## src/rtl/rst_seq_pkg.sv

```systemverilog
// rst_seq_pkg: FSM state encoding and default parameters for the reset sequencer
// Contents: state_e (RST/DLY/ACK/DONE), DEF_* defaults, max2 helper for counter sizing.
package rst_seq_pkg;
  typedef enum logic [1:0] {ST_RST, ST_DLY, ST_ACK, ST_DONE} state_e;
  localparam int DEF_NUM_STAGES = 4;
  localparam int DEF_STAGE_DLY = 16;
  localparam int DEF_ACK_TIMEOUT = 255;
  function automatic int max2(input int a, input int b);
    return a > b ? a : b;
  endfunction
endpackage

```

## src/rtl/rst_sync.sv

```systemverilog
// rst_sync: 2-flop reset synchroniser, asynchronous assert / synchronous deassert
// Ports: clk_i clock, rst_i async active-high reset in,
//        rst_o synchronised reset (second flop), rst_early_o first flop (drops one edge earlier).
module rst_sync (
  input  logic clk_i,
  input  logic rst_i,
  output logic rst_o,
  output logic rst_early_o
);
  logic [1:0] sync_q, sync_d;
  always_comb sync_d = {sync_q[0], 1'b0};
  always_ff @(posedge clk_i or posedge rst_i)
    if (rst_i) sync_q <= 2'b11;
    else sync_q <= sync_d;
  assign rst_o = sync_q[1];
  assign rst_early_o = sync_q[0];
endmodule

```

## src/rtl/rst_seq.sv

```systemverilog
// rst_seq: sequenced release of NUM_STAGES reset domains after a global async reset
// Ports: clk_i clock, async_rst_i async active-high reset, soft_rst_i sync re-run request,
//        stage_ack_i per-stage ready acks, stage_rst_o per-stage resets (bit 0 first),
//        sys_ready_o all released, timeout_o sticky ack timeout, stage_idx_o current stage.
// Config: define RST_SEQ_ACK_EN to wait for stage_ack_i (with timeout) after each release;
//         without it stages release back to back every STAGE_DLY clocks and timeout_o is 0.
module rst_seq
  import rst_seq_pkg::*;
#(
  parameter int NUM_STAGES = DEF_NUM_STAGES,
  parameter int STAGE_DLY = DEF_STAGE_DLY,
  parameter int ACK_TIMEOUT = DEF_ACK_TIMEOUT
) (
  input  logic                  clk_i,
  input  logic                  async_rst_i,
  input  logic                  soft_rst_i,
  input  logic [NUM_STAGES-1:0] stage_ack_i,
  output logic [NUM_STAGES-1:0] stage_rst_o,
  output logic                  sys_ready_o,
  output logic                  timeout_o,
  output logic [2:0]            stage_idx_o
);
  localparam int CW = $clog2(max2(STAGE_DLY, ACK_TIMEOUT)) + 1;
  localparam logic [CW-1:0] DLY_END = CW'(STAGE_DLY - 1);
  localparam logic [2:0] LAST = 3'(NUM_STAGES - 1);
  state_e state_q, state_d;
  logic [CW-1:0] cnt_q, cnt_d;
  logic [2:0] idx_q, idx_d;
  logic [NUM_STAGES-1:0] stage_q, stage_d, rel;
  logic ready_q, ready_d, to_q, to_d, last, sync_rst, sync_early;
  rst_sync u_sync (
    .clk_i      (clk_i),
    .rst_i      (async_rst_i),
    .rst_o      (sync_rst),
    .rst_early_o(sync_early)
  );
  assign rel = NUM_STAGES'(1) << idx_q;
  assign last = idx_q == LAST;
`ifdef RST_SEQ_ACK_EN
  localparam logic [CW-1:0] ACK_END = CW'(ACK_TIMEOUT - 1);
  logic [7:0] ack_w;
  assign ack_w = 8'(stage_ack_i);
`else
  logic unused_ack;
  assign unused_ack = ^stage_ack_i;
`endif
  always_comb begin
    state_d = state_q;
    cnt_d = cnt_q;
    idx_d = idx_q;
    stage_d = stage_q;
    ready_d = ready_q;
    to_d = to_q;
    case (state_q)
      // Leave RST on the same edge the synchroniser output deasserts.
      ST_RST: state_d = sync_early ? ST_RST : ST_DLY;
      ST_DLY: begin
        cnt_d = cnt_q + 1'b1;
        if (cnt_q == DLY_END) begin
          cnt_d = '0;
          stage_d = stage_q & ~rel;
`ifdef RST_SEQ_ACK_EN
          state_d = ST_ACK;
`else
          state_d = last ? ST_DONE : ST_DLY;
          ready_d = last;
          idx_d = last ? idx_q : idx_q + 1'b1;
`endif
        end
      end
`ifdef RST_SEQ_ACK_EN
      ST_ACK: begin
        cnt_d = cnt_q + 1'b1;
        if (ack_w[idx_q] || cnt_q == ACK_END) begin
          cnt_d = '0;
          // A late ack on the timeout cycle still counts as a clean ack.
          to_d = to_q | ~ack_w[idx_q];
          state_d = last ? ST_DONE : ST_DLY;
          ready_d = last;
          idx_d = last ? idx_q : idx_q + 1'b1;
        end
      end
`endif
      default: ;
    endcase
    if (soft_rst_i && state_q != ST_RST) begin
      state_d = ST_DLY;
      cnt_d = '0;
      idx_d = '0;
      stage_d = '1;
      ready_d = 1'b0;
      to_d = 1'b0;
    end
  end
  always_ff @(posedge clk_i or posedge async_rst_i)
    if (async_rst_i) begin
      state_q <= ST_RST;
      cnt_q <= '0;
      idx_q <= '0;
      stage_q <= '1;
      ready_q <= 1'b0;
      to_q <= 1'b0;
    end else begin
      state_q <= state_d;
      cnt_q <= cnt_d;
      idx_q <= idx_d;
      stage_q <= stage_d;
      ready_q <= ready_d;
      to_q <= to_d;
    end
  // Hold every stage while the synchronised reset is still asserted.
  assign stage_rst_o = stage_q | {NUM_STAGES{sync_rst}};
  assign sys_ready_o = ready_q;
  assign stage_idx_o = idx_q;
`ifdef RST_SEQ_ACK_EN
  assign timeout_o = to_q;
`else
  assign timeout_o = 1'b0;
`endif
endmodule

```

## config.mk

```make
export PLATFORM = sky130hd
export DESIGN_NAME = rst_seq
export DESIGN_NICKNAME = d
export VERILOG_FILES = /design/src/rtl/rst_seq_pkg.sv /design/src/rtl/rst_sync.sv /design/src/rtl/rst_seq.sv
export SDC_FILE = /design/constraint.sdc
export NUM_CORES = 1
export LEC_CHECK = 0
export CAP_MARGIN = 20
export CELL_PAD_IN_SITES_DETAIL_PLACEMENT = 1
export CELL_PAD_IN_SITES_GLOBAL_PLACEMENT = 2
export CORE_MARGIN = 3
export CORE_UTILIZATION = 33
export CTS_CLUSTER_SIZE = 10
export DETAILED_ROUTE_END_ITERATION = 7
export PLACE_DENSITY_LB_ADDON = 0.25
export SETUP_SLACK_MARGIN = 0.5
export SYNTH_ARGS = -nofsm -noshare
export SYNTH_HDL_FRONTEND = slang
export SYNTH_SLANG_ARGS = --single-unit
export TNS_END_PERCENT = 100
```

## constraint.sdc

```tcl
create_clock -name clk_i -period 2.4 [get_ports clk_i]
set_input_delay 0.48 -clock clk_i [delete_from_list [all_inputs] [get_ports clk_i]]
set_output_delay 0.48 -clock clk_i [all_outputs]
set_load 0.005 [all_outputs]
```

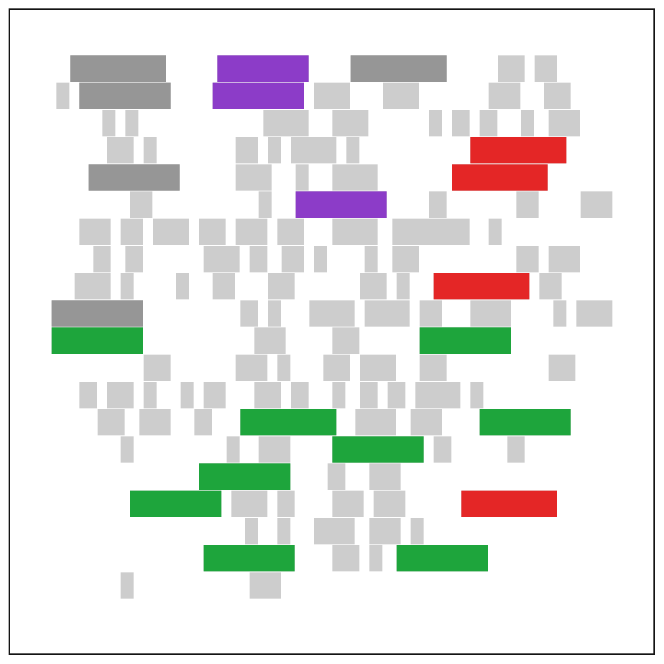
**Above:** register map, names as in the netlist.
(10 px per um) Other sequential cells in the stronger gray, the rest of the logic in the fainter gray.
[red] stage_q | sequential cells: 4
[purple] stage_idx_o | sequential cells: 3
[green] cnt_q | sequential cells: 9

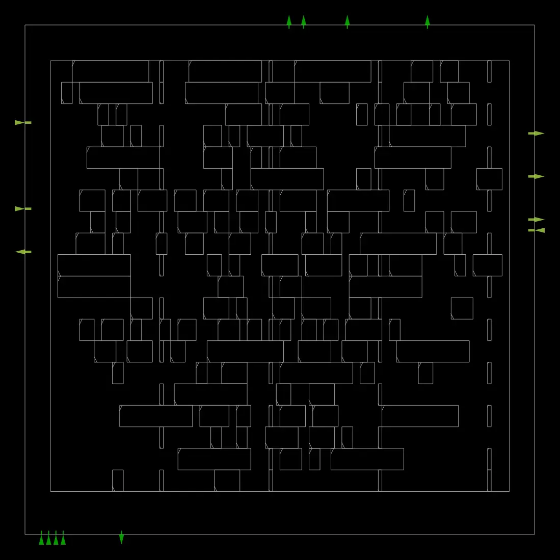
**Above:** cell placement.
# Taps: 44
row count: 20
fraction of area in registers: 0.392

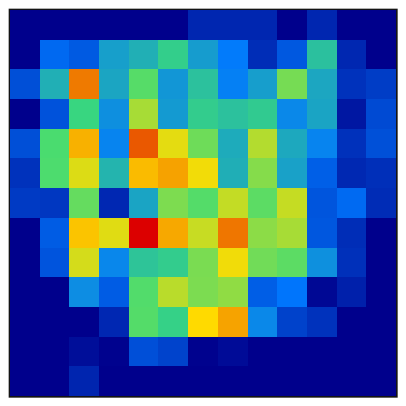
**Above:** wire density map.
(6 px per um) 13 x 13 tiles, from dark blue (low) to red (high), scaled to the fullest tile. Values are wire area over tile area, all layers added.
densest ninth of the die: center
emptiest ninth of the die: south-east
mean over tiles: 0.097
fullest tile: 0.35
tiles over half the peak: 25%
nearly empty tiles: 27%

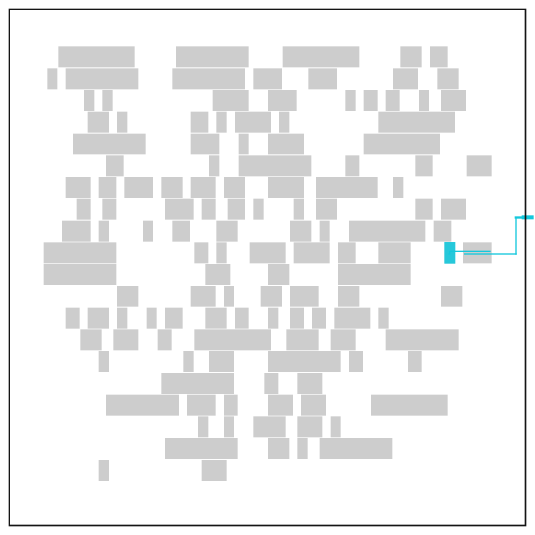
**Above:** nets reached from selected ports.
(8 px per um)
[cyan] async_rst_i | bits: 1 | direction: input | edge: east | end cells: 1 | wire: 17.2 um

==> impl_metrics.toml <==
# synthesis and place-and-route metrics
[critical_path]
ff2ff_path_depth = 4
crit_arrival_ps = 2090
r2r-end = "cnt_q[3]"
critical_path_required_ps = 2600
r2r_slack_ps = 520

[layout]
comb_share = 0.412
nClkBuffers = 4
seqCellArea_um2 = 534
ff_count = 21
lay_top_cells = "14 x dfrtp_1, 13 x nor2_1, 8 x inv_1, 8 x buf_4"
n_fill_cell = 376
diodes = 0
lay_top_count = "dfrtp_1"

[run_status]
status = "completed"

[power]
seq_power_share = 0.639
powerDensity_nw_per_um2 = 423
p_comb_frac = 0.064
pg_clk_mw = 0.171

[route]
drtIter0Drc = 23
drt-wirelength-per-cell_um = 15.0
wl_met3_um = 58
route.met2.wl_um = 1290
wl_met1_um = 1280
drc = 0
via_per_inst = 5.06

[global_route]
grtUsageMet1 = 0.190
use_met3 = 0.0228
grt_overflow = 0
use_met2 = 0.244

[clock_tree]
cts_tree = "yes"
cts_hold_buf = 0
cts_buffers = 3
cts_setup_buffers = 4

[logic_synthesis]
largest_area_cell = "dfrtp_1"
ys_sh_mux = 0.0178
ys_sh_xor = 0.0312
ys_cells = 114
yosysWarnings = 0
area_leaders = "dfrtp_1 33%, dfstp_2 14%, ha_1 6.7%"
ys_sh_adder = 0.0668

[final_timing]
tns_ps = 0
drv_slew = 0
min_period_ps = 1880
worstMarginPinSlew_ps = 497
rsz0062_at_grt = "yes"
finClkSkew_ps = 5.96
min_period_over_period = 0.785

[die]
fp.dieW_um = 64.4

[run]
maxCapViolations = 0

[worst_hold_path]
hold_depth = 0
==> kinds of logic (layout without fill, tap and decap cells) <==
family | Yosys count | count (layout)
mux | 2 | 2
compound gates | 24 | 24
xor+xnor | 4 | 4
flops | 21 | 21
buf+inv | 13 | 30
simple gates | 43 | 43
fa+ha+maj | 6 | 6
other cells | 1 | 2
==> cell usage after synthesis, drive strengths merged <==
library cell and instances:
a32oi 1, conb 1, a21o 2, mux2i 2
xnor2 4, o32a 1, or3 2, nor3 2
a22oi 1, nand3 5, nand2b 1, nor2b 1
nor4 3, o22ai 2, nor2 13, ha 6
nand4b 1, a21oi 5, clkbuf 3, a31o 2
buf 2, or4 2, dfstp 6, a31oi 1
inv 8, nand2 6, o211ai 2, or2 4
o21ai 6, o22a 1, nor4bb 1, nor4b 2
dfrtp 15
==> through the flow <==
stage / area [um2] / power, mW / cells / hold slack (ps)
after floorplan: 1130 / 0.395 / 115 / 354
after global placement: 1290 / 0.409 / 168 / 371
after detailed placement: 1290 / 0.410 / 168 / 371
after CTS: 1350 / 0.587 / 176 / 389
after global routing: 1360 / 0.613 / 176 / 394
final: 1360 / 0.575 / 176 / 387
==> worst min-delay path by stage <==
stage                             endpoint             start
after floorplan           u_sync.sync_q[1]  u_sync.sync_q[0]
after global placement    u_sync.sync_q[1]  u_sync.sync_q[0]
after global routing      u_sync.sync_q[1]  u_sync.sync_q[0]
final                     u_sync.sync_q[1]  u_sync.sync_q[0]
after CTS                 u_sync.sync_q[1]  u_sync.sync_q[0]
after detailed placement  u_sync.sync_q[1]  u_sync.sync_q[0]
==> registers in the layout, summed over array words and instances (netlist names) <==
| register | flops |
|---|---|
| cnt_q | 9 |
| stage_idx_o | 3 |
| stage_q | 4 |
| state_q | 2 |
| sys_ready_o | 1 |
| u_sync.sync_q | 2 |
Power and IR drop assume default switching activity.
